<file path="config.mk">
export PLATFORM = sky130hd
export DESIGN_NAME = sum4_display_scan_flat
export DESIGN_NICKNAME = d
export VERILOG_FILES = /design/src/rtl/sum4_display_scan_if.sv /design/src/rtl/sum4_display_scan.sv /design/src/flat_wrapper.sv
export SDC_FILE = /design/constraint.sdc
export NUM_CORES = 1
export LEC_CHECK = 0
export ABC_AREA = 1
export CORE_ASPECT_RATIO = 1.25
export CORE_MARGIN = 1.5
export CORE_UTILIZATION = 55
export CTS_BUF_LIST = sky130_fd_sc_hd__clkbuf_16
export DETAILED_ROUTE_END_ITERATION = 16
export GPL_TIMING_DRIVEN = 0
export PLACE_DENSITY = 0.78
export RECOVER_POWER = 25
export SETUP_SLACK_MARGIN = 0.2
export SYNTH_ARGS = -nofsm -noshare
export SYNTH_HDL_FRONTEND = slang
export SYNTH_SLANG_ARGS = --single-unit
</file>
<file path="constraint.sdc">
create_clock -name clk -period 2.2 [get_ports clk]
set_input_delay 0.22 -clock clk [delete_from_list [all_inputs] [get_ports clk]]
set_output_delay 0.22 -clock clk [all_outputs]
set_load 0.02 [all_outputs]
</file>
<file path="src/rtl/sum4_display_scan_if.sv">
// sum4_display_scan_if: adder-result capture inputs and 7-segment display outputs.
interface sum4_display_scan_if;
    logic [3:0] sum_i;
    logic       cout_i;
    logic       load_i;
    logic [6:0] seg_o;
    logic [3:0] an_o;
    logic       disp_valid_o;
    modport master (output sum_i, cout_i, load_i, input seg_o, an_o, disp_valid_o);
    modport slave  (input sum_i, cout_i, load_i, output seg_o, an_o, disp_valid_o);
endinterface

</file>
<file path="src/rtl/sum4_display_scan.sv">
// sum4_display_scan: captures the 5-bit adder result and scans it as decimal on a 4-digit display.
// Define SUM4_DISP_HEX_EN to show the hex value on digits 2 and 3.
module sum4_display_scan #(
    parameter int SCAN_DIV = 50000,
    parameter bit BLANK_LZ = 1'b1
) (
    input logic clk,
    input logic rst_n,
    sum4_display_scan_if.slave bus
);
    typedef enum logic [1:0] {DIG0, DIG1, DIG2, DIG3} state_e;
    localparam int PW = SCAN_DIV > 1 ? $clog2(SCAN_DIV) : 1;
    localparam logic [PW-1:0] LAST = PW'(SCAN_DIV - 1);

    function automatic logic [6:0] glyph(input logic [3:0] d);
        case (d)
            4'h0: glyph = 7'h40;
            4'h1: glyph = 7'h79;
            4'h2: glyph = 7'h24;
            4'h3: glyph = 7'h30;
            4'h4: glyph = 7'h19;
            4'h5: glyph = 7'h12;
            4'h6: glyph = 7'h02;
            4'h7: glyph = 7'h78;
            4'h8: glyph = 7'h00;
            4'h9: glyph = 7'h10;
`ifdef SUM4_DISP_HEX_EN
            4'hA: glyph = 7'h08;
            4'hB: glyph = 7'h03;
            4'hC: glyph = 7'h46;
            4'hD: glyph = 7'h21;
            4'hE: glyph = 7'h06;
            4'hF: glyph = 7'h0E;
`endif
            default: glyph = 7'h7F;
        endcase
    endfunction

    state_e state_q, state_d;
    logic [PW-1:0] presc_q, presc_d;
    logic [1:0] tens_q, tens_d, tens_n;
    logic [3:0] units_q, units_d, units_n, dig;
    logic valid_q, valid_d, wrap, blank;
    logic [6:0] seg_q, seg_d;
    logic [3:0] an_q, an_d;
    logic [4:0] v;
`ifdef SUM4_DISP_HEX_EN
    logic [4:0] value_q, value_d;
`endif

    always_comb begin
        v = {bus.cout_i, bus.sum_i};
        tens_n = v >= 5'd30 ? 2'd3 : v >= 5'd20 ? 2'd2 : v >= 5'd10 ? 2'd1 : 2'd0;
        // v - 10*tens, with 10*tens built as 8*tens + 2*tens
        units_n = 4'(v - {tens_n, 3'b000} - {2'b00, tens_n, 1'b0});
        tens_d = bus.load_i ? tens_n : tens_q;
        units_d = bus.load_i ? units_n : units_q;
        valid_d = valid_q | bus.load_i;
        wrap = presc_q == LAST;
        presc_d = wrap ? '0 : presc_q + PW'(1);
        state_d = !wrap ? state_q : state_q == DIG0 ? DIG1 : state_q == DIG1 ? DIG2 :
                  state_q == DIG2 ? DIG3 : DIG0;
        an_d = state_q == DIG0 ? 4'b1110 : state_q == DIG1 ? 4'b1101 :
               state_q == DIG2 ? 4'b1011 : 4'b0111;
`ifdef SUM4_DISP_HEX_EN
        value_d = bus.load_i ? v : value_q;
        dig = state_q == DIG0 ? units_q : state_q == DIG1 ? {2'b00, tens_q} :
              state_q == DIG2 ? value_q[3:0] : {3'b000, value_q[4]};
        blank = !valid_q || (state_q == DIG1 && tens_q == 2'd0 && BLANK_LZ);
`else
        dig = state_q == DIG1 ? {2'b00, tens_q} : units_q;
        blank = !valid_q || state_q == DIG2 || state_q == DIG3 ||
                (state_q == DIG1 && tens_q == 2'd0 && BLANK_LZ);
`endif
        seg_d = blank ? 7'h7F : glyph(dig);
    end

    always_ff @(posedge clk) begin
        if (!rst_n) begin
            state_q <= DIG0;
            presc_q <= '0;
            tens_q <= '0;
            units_q <= '0;
            valid_q <= 1'b0;
            seg_q <= 7'h7F;
            an_q <= 4'hF;
`ifdef SUM4_DISP_HEX_EN
            value_q <= '0;
`endif
        end else begin
            state_q <= state_d;
            presc_q <= presc_d;
            tens_q <= tens_d;
            units_q <= units_d;
            valid_q <= valid_d;
            seg_q <= seg_d;
            an_q <= an_d;
`ifdef SUM4_DISP_HEX_EN
            value_q <= value_d;
`endif
        end
    end

    assign bus.seg_o = seg_q;
    assign bus.an_o = an_q;
    assign bus.disp_valid_o = valid_q;
endmodule
</file>
<file path="src/flat_wrapper.sv">
// flat-port wrapper written by rule: the top's interface ports become plain ports
module sum4_display_scan_flat 
#(
    parameter int SCAN_DIV = 50000,
    parameter bit BLANK_LZ = 1'b1
)
  (clk, rst_n, bus_sum_i, bus_cout_i, bus_load_i, bus_seg_o, bus_an_o, bus_disp_valid_o);
  sum4_display_scan_if bus_i ();
  input logic clk;
  input logic rst_n;
  input wire logic [$bits(bus_i.sum_i)-1:0] bus_sum_i;
  input wire logic [$bits(bus_i.cout_i)-1:0] bus_cout_i;
  input wire logic [$bits(bus_i.load_i)-1:0] bus_load_i;
  output wire logic [$bits(bus_i.seg_o)-1:0] bus_seg_o;
  output wire logic [$bits(bus_i.an_o)-1:0] bus_an_o;
  output wire logic [$bits(bus_i.disp_valid_o)-1:0] bus_disp_valid_o;
  assign bus_i.sum_i = bus_sum_i;
  assign bus_i.cout_i = bus_cout_i;
  assign bus_i.load_i = bus_load_i;
  assign bus_seg_o = bus_i.seg_o;
  assign bus_an_o = bus_i.an_o;
  assign bus_disp_valid_o = bus_i.disp_valid_o;
  sum4_display_scan #(.SCAN_DIV(SCAN_DIV), .BLANK_LZ(BLANK_LZ)) u_core (.clk(clk), .rst_n(rst_n), .bus(bus_i));
endmodule
</file>
==> run_1/layer_met1.png <==
Supply wires on this layer in gray.
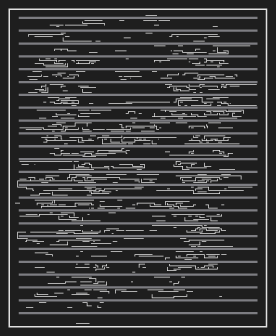
longest straight run: 13.8 um
wire length on this layer: 1410 um
share of all routed wire: 44%
nets with wire on the layer: 261
main direction: horizontal

==> run_1/layer_met2.png <==
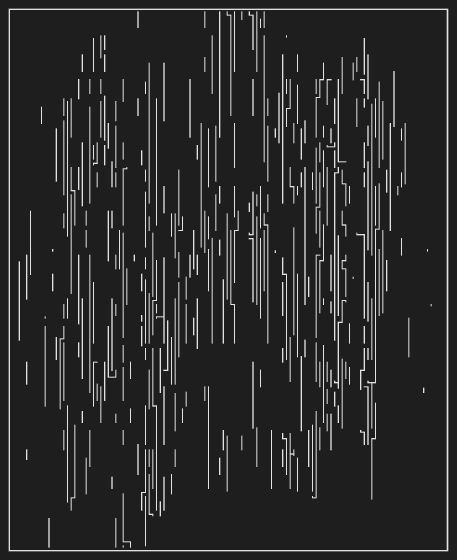
share of all routed wire: 51%
main direction: vertical
wire length on this layer: 1640 um
nets with wire on the layer: 227
longest straight run: 20.7 um

==> run_1/layer_met3.png <==
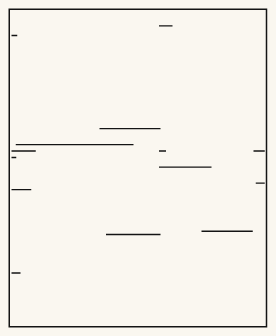
longest straight run: 24.6 um
main direction: horizontal
share of all routed wire: 2.8%
nets with wire on the layer: 9
wire length on this layer: 89.2 um

==> reports/qor.rpt, run 1 <==
STATUS
-----------------------------------------------------------------------------------------
Status .....................................................................    completed

WORST SETUP PATH
-----------------------------------------------------------------------------------------
WP depth ...................................................................            9
Worst setup path endpoint .................................................. u_core.units_q[2]$_SDFFE_PN0P_
Crit path kind ............................................................. primary input to flop
Critical path fanouts, max .................................................            6
Endpoint of the most critical register-to-register path .................... u_core.bus.seg_o[6]$_SDFF_PP1_
Setup slack, reg-to-reg ....................................................      0.43 ns
Worst path arrival time ....................................................      2.06 ns
Buffer-and-inverter tally for the worst setup path .........................            2
Logic depth of the worst register-to-register path .........................           10
Worst Setup Start Kind ..................................................... primary input
Largest delay contributor family on the critical path ...................... buffers and inverters
Worst Path Required ........................................................      2.37 ns
Library cell contributing the largest single delay on the critical path .... sky130_fd_sc_hd__dlygate4sd3_1
Slowest cell delay on critical path ........................................      0.62 ns

FINAL LAYOUT
-----------------------------------------------------------------------------------------
Number of antenna cells inserted ...........................................            0
Register with the most flip-flops .......................................... u_core.presc_q
Multi-input gate count .....................................................          165
Area-dominant class ........................................................ multi-input combinational cells
Most frequent logic cell in the layout ..................................... sky130_fd_sc_hd__nand2_1
Clock buf/inv share ........................................................       0.0628
Clkbuf count ...............................................................            5
Multi-input combinational area share .......................................        0.425
Number of non-clock inverters ..............................................           38
Synthesis-to-layout area growth ............................................        20.8%
Non-clock buffer contribution to total cell area ...........................       0.0938
Number of filler instances in the final layout .............................          272
Nets .......................................................................          290
Combined area of the multi-input logic cells ...............................    923 sq um
Max FFs per register .......................................................           16
Seq. cell area .............................................................    721 sq um
Top logic cells by instance count in the layout ............................ 49 x sky130_fd_sc_hd__nand2_1, 40 x sky130_fd_sc_hd__inv_1, 36 x sky130_fd_sc_hd__dfxtp_1
Seq_cells ..................................................................           36
Final std cell area, no fill ...............................................   2170 sq um
Number of standard cells in the final layout excluding fillers .............          305

YOSYS
-----------------------------------------------------------------------------------------
Synth Net Count ............................................................          265
Top comb family, area ...................................................... simple AND/OR/NAND/NOR gates
Count of distinct cell types in the synthesized netlist ....................           25
Syn. warnings ..............................................................            0
Top cell type by total area after synthesis ................................ sky130_fd_sc_hd__dfxtp_1
Predominant post-synthesis flop cell ....................................... sky130_fd_sc_hd__dfxtp_1
Netlist area before placement ..............................................   1800 sq um
Synthesized instance count .................................................          242
Post-synthesis register bit count ..........................................           36
Average instance area after synthesis ......................................   7.43 sq um
Count of library flops with an enable pin ..................................            0
Most frequent cells after synthesis ........................................ 49 x sky130_fd_sc_hd__nand2_1, 38 x sky130_fd_sc_hd__inv_1, 36 x sky130_fd_sc_hd__dfxtp_1
Sequential cell area fraction in the yosys report ..........................        0.401
Most common cell in the netlist ............................................ sky130_fd_sc_hd__nand2_1
Synthesized-area fraction occupied by ao, oa, aoi and oai cells ............       0.0994
Biggest area cells ......................................................... sky130_fd_sc_hd__dfxtp_1 40%, sky130_fd_sc_hd__ha_1 10%, sky130_fd_sc_hd__nand2_1 10%
Proportion of register bits with asynchronous set or reset after synthesis .            0
Area leader share ..........................................................        0.401
YS chip area ...............................................................   1800 sq um
Number of cells in the yosys synthesis report ..............................          242

WORST HOLD PATH
-----------------------------------------------------------------------------------------
Hold Path End .............................................................. u_core.units_q[1]$_SDFFE_PN0P_
Number of cells on the worst hold path .....................................            2
Kind of path behind the tightest hold check ................................ primary input to flop
Start point of the worst hold path .........................................   bus_load_i

ROUTING
-----------------------------------------------------------------------------------------
Routed vias ................................................................         1539
Remaining antenna violation count after routing ............................            0
Routed metal-1 wirelength ..................................................      1.41 mm
Wire length after detailed routing .........................................      3.21 mm
Routed wire per std cell ...................................................      10.5 um
Met2 wire len ..............................................................      1.64 mm
DRC violations left ........................................................            0
Ratio of routed vias to standard cells .....................................         5.05
Met3 Wirelength ............................................................        89 um
First-iteration detailed-routing DRC count .................................           29
Initial DRT Pass Iterations ................................................            4

GLOBAL ROUTE
-----------------------------------------------------------------------------------------
Met1 Usage GRT .............................................................        0.216
Grt met2 use ...............................................................        0.389
Remaining global-route overflow ............................................            0
Wire length of the first global-routing pass ...............................      5.60 mm
Number of antenna violations at the first check in global routing ..........            0
Global-route met3 utilization ..............................................       0.0538
Largest net degree at the start of global routing ..........................           11
Number of global-route vias before repair ..................................         1435
Global-route layer with the greatest usage .................................         met2

POWER
-----------------------------------------------------------------------------------------
Sequential power ...........................................................   0.000690 W
Share of power burned in combinational logic ...............................        0.110
Clock power share ..........................................................        0.433
Share of total power in sequential cells ...................................        0.457
Switching component of the power ...........................................   0.000354 W
IR drop worst, VDD .........................................................     0.557 mV
Total Power ................................................................    0.00151 W
Top pwr grp ................................................................    registers
Internal cell power ........................................................    0.00116 W
Combinational-cell power consumption .......................................   0.000166 W
Net Sw Frac ................................................................        0.234
Leakage power summed over all cells ........................................     0.903 nW
Power density normalized to cell area ......................................  694 nW/um^2
Power Clock ................................................................   0.000653 W

CLOCK TREE
-----------------------------------------------------------------------------------------
H-tree level count .........................................................            2
Post-cts hold buffer count .................................................            0
CTS sink count .............................................................           36
CTS tree ...................................................................         done
Post-CTS Repair Setup Buffers ..............................................            0
Num CTS Buffers ............................................................            5
Insertion Delay late pin ...................................................      0.28 ns

DIE
-----------------------------------------------------------------------------------------
Number of top-level pins ...................................................           20
Effective utilization at floorplan .........................................        0.568
Die Span X .................................................................      54.2 um
DIE HEIGHT .................................................................      66.9 um
Die Footprint ..............................................................   3630 sq um
Cell row count .............................................................           23
Core area ..................................................................   3170 sq um

STA
-----------------------------------------------------------------------------------------
Number of hold-slack violations in the final timing report .................            0
Achievable frequency .......................................................    0.528 GHz
Total negative setup slack .................................................         0 ns
Post-route setup slack .....................................................     0.308 ns
Hold slack final ...........................................................     0.309 ns
Max Clock Skew .............................................................   0.00283 ns
Fin crit period ............................................................      1.89 ns
Final setup violation count ................................................            0
Part of the cycle the worst path needs .....................................        0.860
Transition at the pin with the smallest max-transition slack ...............     0.349 ns
Final Slew Violations ......................................................            0
Worst slew margin relative to its limit ....................................        0.765
Setup repair after global routing missed its margin ........................           no

RUN
-----------------------------------------------------------------------------------------
Number of warnings in the stage logs .......................................           35
Maximum Capacitance Violations .............................................            0

PLACE
-----------------------------------------------------------------------------------------
HPWL reported at the end of detailed placement .............................      2.40 mm
Post-placement worst setup slack ...........................................     0.114 ns
Placed Cells incl. Taps ....................................................          297
Last weighted congestion value of the routability-driven placer ............        0.748

==> run 2: changes to the inputs <==
--- a/config.mk
+++ b/config.mk
@@ -11,4 +11,5 @@
 export CORE_UTILIZATION = 55
 export CTS_BUF_LIST = sky130_fd_sc_hd__clkbuf_16
+export CTS_CLUSTER_DIAMETER = 200
 export DETAILED_ROUTE_END_ITERATION = 16
 export GPL_TIMING_DRIVEN = 0
==> constraint.sdc (replaced) <==
create_clock -name clk -period 2.2 [get_ports clk]
set_input_delay 0.22 -clock clk [delete_from_list [all_inputs] [get_ports clk]]
set_output_delay 0.22 -clock clk [all_outputs]
set_load 0.1 [all_outputs]
==> run_2/layer_met2.png <==
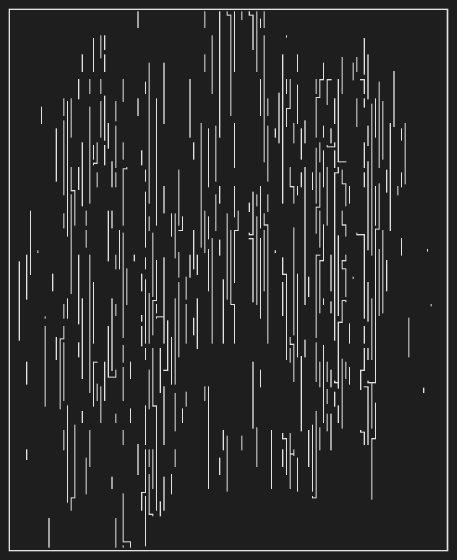
nets with wire on the layer: 227
share of all routed wire: 51%

==> run 2 against run 1 <==
Utilization decreased by 0.24 points. Cell count is the same. Power rose by 4.4%. Critical path depth decreased by 8. Global-route usage did not move. Via count unchanged. Combinational power increased by 39%. Sequential power about the same. Synthesized area stayed put. Sequential share of layout area increased by 0.11 points.
==> reports/qor.rpt, run 2 <==
STATUS
-----------------------------------------------------------------------------------------
Status .....................................................................    completed

YOSYS
-----------------------------------------------------------------------------------------
Average instance area after synthesis ......................................   7.43 sq um   unchanged
Most frequent cells after synthesis ........................................ 49 x sky130_fd_sc_hd__nand2_1, 38 x sky130_fd_sc_hd__inv_1, 36 x sky130_fd_sc_hd__dfxtp_1
Proportion of register bits with asynchronous set or reset after synthesis .            0   unchanged
Area leader share ..........................................................        0.401   unchanged
Sequential cell area fraction in the yosys report ..........................        0.401   unchanged
Count of distinct cell types in the synthesized netlist ....................           25   unchanged
YS chip area ...............................................................   1800 sq um   unchanged
Count of library flops with an enable pin ..................................            0   unchanged
Post-synthesis register bit count ..........................................           36   unchanged
Synthesized instance count .................................................          242   unchanged
Synth Net Count ............................................................          265   unchanged
Most common cell in the netlist ............................................ sky130_fd_sc_hd__nand2_1

POWER
-----------------------------------------------------------------------------------------
Share of total power in sequential cells ...................................        0.438   -0.019
Internal cell power ........................................................    0.00116 W   about the same
Share of power burned in combinational logic ...............................        0.147   +0.037
Sequential power ...........................................................   0.000690 W   about the same
Leakage power summed over all cells ........................................     0.926 nW   +2.6%
Switching component of the power ...........................................   0.000419 W   +18%
Total Power ................................................................    0.00157 W   +4.4%
IR drop worst, VDD .........................................................     0.583 mV   +4.8%
Power density normalized to cell area ......................................  727 nW/um^2   +4.7%
Clock power share ..........................................................        0.415   -0.018
Top pwr grp ................................................................    registers

DIE
-----------------------------------------------------------------------------------------
Die Footprint ..............................................................   3630 sq um   unchanged
Number of top-level pins ...................................................           20   unchanged
Core area ..................................................................   3170 sq um   unchanged
Cell row count .............................................................           23   unchanged
Die Span X .................................................................      54.2 um   unchanged
DIE HEIGHT .................................................................      66.9 um   unchanged
Effective utilization at floorplan .........................................        0.568   unchanged

FINAL LAYOUT
-----------------------------------------------------------------------------------------
Final std cell area, no fill ...............................................   2170 sq um   -0.35%
Seq_cells ..................................................................           36   unchanged
Top logic cells by instance count in the layout ............................ 51 x sky130_fd_sc_hd__nand2_1, 40 x sky130_fd_sc_hd__inv_1, 36 x sky130_fd_sc_hd__dfxtp_1
Non-clock buffer contribution to total cell area ...........................       0.0953   +0.00148
Number of filler instances in the final layout .............................          276   +1.5%
Number of antenna cells inserted ...........................................            0   unchanged
Nets .......................................................................          290   unchanged
Combined area of the multi-input logic cells ...............................    913 sq um   -1.1%
Max FFs per register .......................................................           16   unchanged
Multi-input gate count .....................................................          165   unchanged
Clock buf/inv share ........................................................       0.0630   +0.000217
Seq. cell area .............................................................    721 sq um   unchanged
Clkbuf count ...............................................................            5   unchanged
Synthesis-to-layout area growth ............................................        20.4%
Number of standard cells in the final layout excluding fillers .............          305   unchanged
Multi-input combinational area share .......................................        0.422   -0.00315

PLACE
-----------------------------------------------------------------------------------------
HPWL reported at the end of detailed placement .............................      2.40 mm   unchanged
Placed Cells incl. Taps ....................................................          297   unchanged
Last weighted congestion value of the routability-driven placer ............        0.748   unchanged

RUN
-----------------------------------------------------------------------------------------
Maximum Capacitance Violations .............................................            0   unchanged
Number of warnings in the stage logs .......................................           35   unchanged

WORST SETUP PATH
-----------------------------------------------------------------------------------------
Critical path fanouts, max .................................................            1   -5
Worst Setup Start Kind .....................................................         flop
Worst setup path endpoint ..................................................  bus_an_o[0]
Worst Path Required ........................................................      1.98 ns   -0.39 ns
Library cell contributing the largest single delay on the critical path .... sky130_fd_sc_hd__clkdlybuf4s50_1
Endpoint of the most critical register-to-register path .................... u_core.bus.seg_o[6]$_SDFF_PP1_
Largest delay contributor family on the critical path ...................... buffers and inverters
Crit path kind ............................................................. flop to output port
WP depth ...................................................................            1   -8
Buffer-and-inverter tally for the worst setup path .........................            1   -1

ROUTING
-----------------------------------------------------------------------------------------
Remaining antenna violation count after routing ............................            0   unchanged
Wire length after detailed routing .........................................      3.21 mm   unchanged
Initial DRT Pass Iterations ................................................            4   unchanged
Met3 Wirelength ............................................................        87 um   -2.2%
Routed metal-1 wirelength ..................................................      1.41 mm   unchanged
Met2 wire len ..............................................................      1.64 mm   +0.12%
Routed vias ................................................................         1539   unchanged
First-iteration detailed-routing DRC count .................................           29   unchanged
DRC violations left ........................................................            0   unchanged

GLOBAL ROUTE
-----------------------------------------------------------------------------------------
Number of antenna violations at the first check in global routing ..........            0   unchanged
Largest net degree at the start of global routing ..........................           11   unchanged
Grt met2 use ...............................................................        0.389   unchanged
Number of global-route vias before repair ..................................         1435   unchanged
Global-route met3 utilization ..............................................       0.0538   unchanged
Global-route layer with the greatest usage .................................         met2

STA
-----------------------------------------------------------------------------------------
Hold slack final ...........................................................     0.308 ns   -0.0000560 ns
Worst slew margin relative to its limit ....................................        0.346   -0.419
Setup repair after global routing missed its margin ........................           no
Max Clock Skew .............................................................   0.00282 ns   -0.0000129 ns
Number of hold-slack violations in the final timing report .................            0   unchanged
Achievable frequency .......................................................    0.516 GHz   -2.3%
Transition at the pin with the smallest max-transition slack ...............     0.978 ns   +0.629 ns
Fin crit period ............................................................      1.94 ns   +0.0455 ns

WORST HOLD PATH
-----------------------------------------------------------------------------------------
Hold Path End .............................................................. u_core.units_q[1]$_SDFFE_PN0P_
Kind of path behind the tightest hold check ................................ primary input to flop
Start point of the worst hold path .........................................   bus_load_i
Number of cells on the worst hold path .....................................            2   unchanged

CLOCK TREE
-----------------------------------------------------------------------------------------
H-tree level count .........................................................            2   unchanged
Num CTS Buffers ............................................................            5   unchanged
Insertion Delay late pin ...................................................      0.28 ns   about the same
CTS tree ...................................................................         done
Post-CTS Repair Setup Buffers ..............................................            0   unchanged
Post-cts hold buffer count .................................................            0   unchanged

==> run_2/layer_met3.png <==
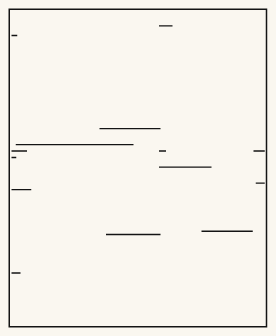
longest straight run: 24.6 um
nets with wire on the layer: 9
wire length on this layer: 87.4 um

==> run 3: changes to the inputs <==
Settings changed: TNS_END_PERCENT set to 1.
==> run 3 against run 2 <==
Die size unchanged. Critical path depth unchanged. Fmax decreased by 2.8%. Non-clock buffer count unchanged. Utilization decreased by 0.079 points. Largest power group unchanged.
==> reports/qor.rpt, run 3 <==
WORST SETUP PATH
--------------------------------------------------------------------------------------
Library cell contributing the largest single delay on the critical path . sky130_fd_sc_hd__clkdlybuf4s50_1
Critical path fanouts, max ..............................................            3   +2
Worst Path Required .....................................................      1.98 ns   about the same
Crit path kind .......................................................... flop to output port
Buffer-and-inverter tally for the worst setup path ......................            1   unchanged
Worst Setup Start Kind ..................................................         flop
Worst setup path endpoint ............................................... bus_disp_valid_o

FINAL LAYOUT
--------------------------------------------------------------------------------------
Nets ....................................................................          290   unchanged
Combined area of the multi-input logic cells ............................    913 sq um   unchanged
Multi-input gate count ..................................................          165   unchanged
Clkbuf count ............................................................            5   unchanged
Multi-input combinational area share ....................................        0.422   +0.000489
Number of antenna cells inserted ........................................            0   unchanged
Max FFs per register ....................................................           16   unchanged
Share of cells above drive strength 1 ...................................       0.0597
Number of filler instances in the final layout ..........................          275   -0.36%
Synthesis-to-layout area growth .........................................        20.2%
Top logic cells by instance count in the layout ......................... 51 x sky130_fd_sc_hd__nand2_1, 40 x sky130_fd_sc_hd__inv_1, 36 x sky130_fd_sc_hd__dfxtp_1
Clock buf/inv share .....................................................       0.0630   +0.0000731
Number of standard cells in the final layout excluding fillers ..........          305   unchanged
Seq. cell area ..........................................................    721 sq um   unchanged
Non-clock buffer contribution to total cell area ........................       0.0943   -0.00105

CLOCK TREE
--------------------------------------------------------------------------------------
H-tree level count ......................................................            2   unchanged
Num CTS Buffers .........................................................            5   unchanged
Post-CTS Repair Setup Buffers ...........................................            0   unchanged
Post-cts hold buffer count ..............................................            0   unchanged
Insertion Delay late pin ................................................      0.28 ns   about the same
Clock tree root buffer cell ............................................. sky130_fd_sc_hd__clkbuf_16

YOSYS
--------------------------------------------------------------------------------------
Count of library flops with an enable pin ...............................            0   unchanged
Area leader share .......................................................        0.401   unchanged
Synthesized instance count ..............................................          242   unchanged
Post-synthesis register bit count .......................................           36   unchanged
Sequential cell area fraction in the yosys report .......................        0.401   unchanged
Average instance area after synthesis ...................................   7.43 sq um   unchanged
Most common cell in the netlist ......................................... sky130_fd_sc_hd__nand2_1
YS chip area ............................................................   1800 sq um   unchanged
Count of distinct cell types in the synthesized netlist .................           25   unchanged
Most frequent cells after synthesis ..................................... 49 x sky130_fd_sc_hd__nand2_1, 38 x sky130_fd_sc_hd__inv_1, 36 x sky130_fd_sc_hd__dfxtp_1
Synth Net Count .........................................................          265   unchanged

STA
--------------------------------------------------------------------------------------
Max Clock Skew ..........................................................   0.00282 ns   +0.0000000300 ns
Achievable frequency ....................................................    0.502 GHz   -2.8%
Number of hold-slack violations in the final timing report ..............            0   unchanged
Setup repair after global routing missed its margin .....................          yes
Fin crit period .........................................................      1.99 ns   +0.0551 ns
Transition at the pin with the smallest max-transition slack ............     0.978 ns   unchanged

DIE
--------------------------------------------------------------------------------------
Core area ...............................................................   3170 sq um   unchanged
Die Span X ..............................................................      54.2 um   unchanged
DIE HEIGHT ..............................................................      66.9 um   unchanged
Effective utilization at floorplan ......................................        0.568   unchanged

ROUTING
--------------------------------------------------------------------------------------
Remaining antenna violation count after routing .........................            0   unchanged
Met3 Wirelength .........................................................        89 um   +2.3%
First-iteration detailed-routing DRC count ..............................           29   unchanged
Routed metal-1 wirelength ...............................................      1.41 mm   unchanged
Wire length after detailed routing ......................................      3.21 mm   about the same
Routed vias .............................................................         1539   unchanged
DRC violations left .....................................................            0   unchanged

WORST HOLD PATH
--------------------------------------------------------------------------------------
Number of cells on the worst hold path ..................................            2   unchanged
Hold Path End ........................................................... u_core.units_q[1]$_SDFFE_PN0P_
Kind of path behind the tightest hold check ............................. primary input to flop

POWER
--------------------------------------------------------------------------------------
Leakage power summed over all cells .....................................     0.914 nW   -1.3%
Total Power .............................................................    0.00157 W   about the same
Power density normalized to cell area ...................................  728 nW/um^2   +0.13%
Share of total power in sequential cells ................................        0.438   about the same
Top pwr grp .............................................................    registers
Switching component of the power ........................................   0.000419 W   about the same
Clock power share .......................................................        0.415   about the same
IR drop worst, VDD ......................................................     0.584 mV   about the same
Internal cell power .....................................................    0.00116 W   about the same
Share of power burned in combinational logic ............................        0.147   about the same
Sequential power ........................................................   0.000690 W   about the same

GLOBAL ROUTE
--------------------------------------------------------------------------------------
Number of antenna violations at the first check in global routing .......            0   unchanged
Number of global-route vias before repair ...............................         1435   unchanged
Grt met2 use ............................................................        0.389   unchanged

RUN
--------------------------------------------------------------------------------------
Number of warnings in the stage logs ....................................           36   +2.9%

PLACE
--------------------------------------------------------------------------------------
Last weighted congestion value of the routability-driven placer .........        0.748   unchanged
Placed Cells incl. Taps .................................................          297   unchanged

STATUS
--------------------------------------------------------------------------------------
Status ..................................................................    completed

==> run_3/metal_density.png <==
Bar = 20 um. 11 x 13 tiles, from dark purple (low) to yellow (high), scaled to the fullest tile. Values are wire area over tile area, all layers added.
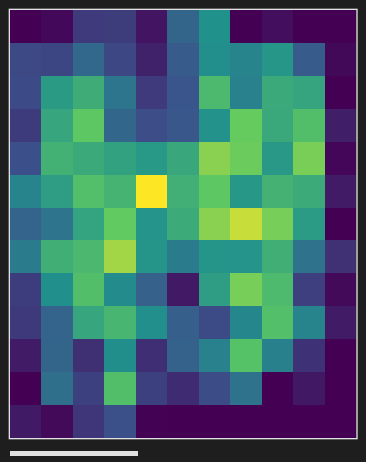
mean over tiles: 0.14
nearly empty tiles: 13%
tiles over half the peak: 38%
emptiest ninth of the die: lower right
densest ninth of the die: center
fullest tile: 0.37

==> run_3/layer_met1.png <==
Supply wires on this layer in gray.
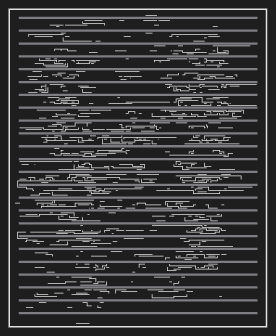
longest straight run: 13.8 um
share of all routed wire: 44%
nets with wire on the layer: 262
wire length on this layer: 1410 um
main direction: horizontal

Power and IR drop assume default switching activity.
